Design hazard_sequencer, sky130hd; sources not shown.
Run 1, signal wires by layer:
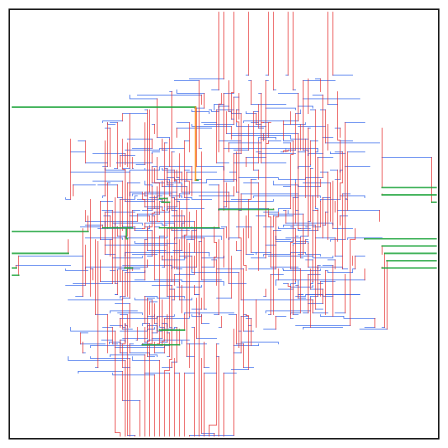
[orange] metal 4 | wire length: 13.6 um
[green] metal 3 | wire length: 178 um
[blue] metal 1 | wire length: 1660 um
[red] metal 2 | wire length: 2500 um
wire length per cell: 15.6 um
vias post-DR: 1453
Detailed Route WL: 4350 um

Run 1, cell placement:
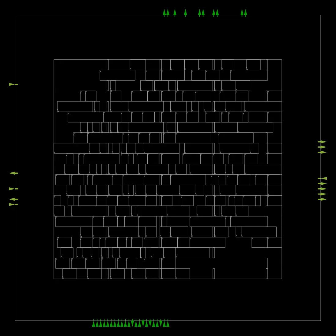
sequential cell count: 21
number of cell rows: 21
tapcells inserted: 46

Run 1, layout detail:
Region (20, 4) to (60, 44) um. Cells in gray, sequential cells in the stronger gray; small squares are vias.
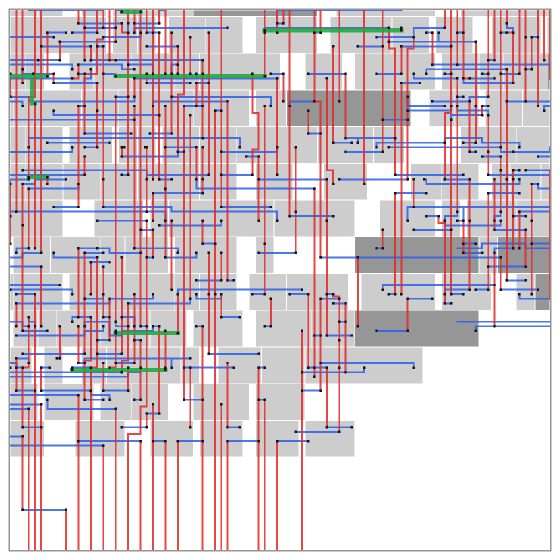
[green] metal 3
[blue] metal 1
[red] metal 2
most frequent: buf_4 (20), clkdlybuf4s50_1 (8), xor2_1 (6)
cells with their middle in the window: 108
sequential cells in the window: 3

==> run summary, run 1 <==
Flow results follow.

The flow ran to the end, but the final reports show violations. The checks that failed: negative setup slack. The timing report attributes the biggest portion of critical-path delay to AND-OR/OR-AND gates.

Logged for this run, the post-placement worst setup slack is -0.765 ns. The count of final setup violators is 21. For met3 alone, demand over resource in global routing was 0.0349. The effective utilization at floorplan is 0.451.

Per STA, the highest per-stage delay on the worst path measures ~0.41 ns. The post-detailed-route via-to-cell ratio is 5.23. The switching power is approximately 1.1 mW.

The flow reports power dissipated in the clock network as slightly above 0.2 mW. Per the CTS log, the buffer count on the longest clock path is 2. The register area share after synthesis is 0.344. The non-clock buffer area fraction after layout is 0.294. Per the layout report, the design carries roughly 79 non-clock buffers. The transition time at the pin with the least slew margin is 0.358 ns.

The count of clock tree sinks is 21. In this run the top signal layer used is met4. The most common logic cell in the final layout is buf_4.

The number of buffers inserted during clock tree synthesis is 3. The number of routed nets with antenna violations is 0. Setup slack on the critical path of the routed design comes to -0.288 ns. Hold timing on the final database bottoms out at a slack of around 0.13 ns. Of the total power, combinational logic draws 0.679.

At the worst endpoint, the arrival time is about 1.9 ns. The highest attainable clock frequency is between 400 and 500 MHz. Per the detail_route report, DRC violations left total 0.
## Run 2: what changed since run 1
Settings changed: ABC_CLOCK_PERIOD_IN_PS from default to 2100.
Run 2, cell placement:
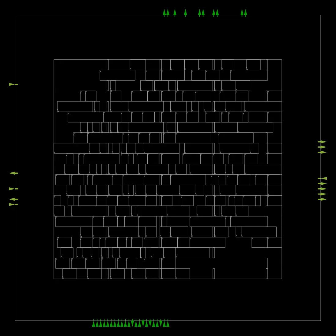
Fill cells: 236
number of standard cells in the layout, taps in and fillers out: 278

Run 2, metal 3:
The bar under the picture is 20 um long.
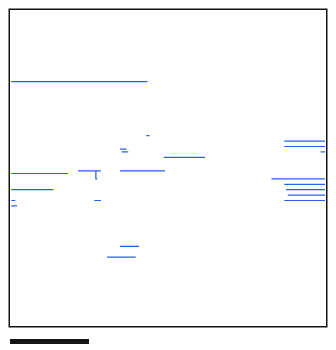
main direction: horizontal
nets with wire on the layer: 20
share of all routed wire: 4.1%
wire length on this layer: 178 um
met3 track demand over resource: 0.0349

==> run summary, run 2 <==
Flow results follow.

The kind of cell adding the most delay to the critical path was AND-OR/OR-AND gates (unchanged). The logic gate fraction of the total cell area is 0.433 (unchanged). The register area share after synthesis is 0.344 (unchanged). The count of final setup violators is 21 (unchanged). The relative contribution of combinational cells to total power is 0.679 (about the same). The number of placed instances, taps included is 264 (unchanged). The worst setup slack after placement is -0.765 ns (unchanged). The non-clock buffer area fraction after layout was 0.294 (unchanged). The via count is 1453 (unchanged). The number of rows in the core area is 21 (unchanged). The remaining design rule violation count is 0 (unchanged). The effective utilization at floorplan is 0.451 (unchanged). The area share of the largest cell type after synthesis came to 0.344 (unchanged). The switching share of power is 0.432 (unchanged).

The highest attainable clock frequency is 419 MHz (unchanged). The post-detailed-route via-to-cell ratio was 5.23 (unchanged). The buffer levels on the longest clock path came to 2 (unchanged). The delay of the slowest critical-path stage is 0.41 ns (about the same).

The main flop type is dfrtp_1 (unchanged). The power group with the largest share is combinational cells (unchanged). The tightest hold margin is 0.135 ns (unchanged). The transition time at the pin with the least slew margin was 0.358 ns (unchanged). The share of flip-flops with an asynchronous set or reset after synthesis is 1.00 (unchanged).

The buffers inserted during post-CTS setup optimization was 8 (unchanged). The arrival time of the worst setup path came to 1.87 ns (about the same). The number of well taps is 46 (unchanged). The number of gates given a new drive strength after cts was 61 (unchanged).

The layout buffer count excluding clock buffers is 79 (unchanged). The number of DRC markers in iteration 0 is 94 (unchanged). The detail-routed net length per standard cell came to 15.6 um (unchanged). The number of sequential cells in the layout is 21 (unchanged).

The die outline height is 79.6 um (unchanged). The final worst setup slack is -0.288 ns (unchanged). The switching power was 1.07 mW (unchanged). The cell at the root of the clock tree was clkbuf_4 (unchanged). The most frequent logic cell in the layout is buf_4 (unchanged). The capturing element type of the critical path is a primary output (unchanged). The number of buffers inserted during clock tree synthesis came to 3 (unchanged).

The count of clock tree sinks was 21 (unchanged). Result of the run: complete, but fails checks (unchanged). The peak fanout along the critical path was 4 (unchanged).

The clock-cell share of area is 0.0113 (unchanged). The overall routed net length is 4350 um (unchanged). The share of synthesized cell area in and, or, nand and nor gates came to 0.293 (unchanged).

The critical path class was register to primary output (unchanged). Violated checks: negative setup slack (unchanged). The number of routed nets with antenna violations is 0 (unchanged). The top layer used by detailed routing is met4 (unchanged).
Run 2, routed clock nets over the placement:
The bar under the picture is 20 um long.
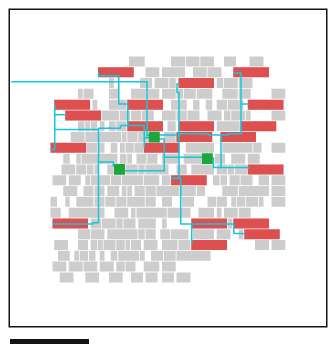
[red] flip-flops | count: 21
[green] clock drivers | count: 3
[cyan] clock wires | length: 315 um
routed clock nets: 4
portion of total power attributed to the clock network: 0.084
power of the clock network: 0.208 mW
later-pin clock latency in the skew report: 0.31 ns

Power and IR drop assume default switching activity.
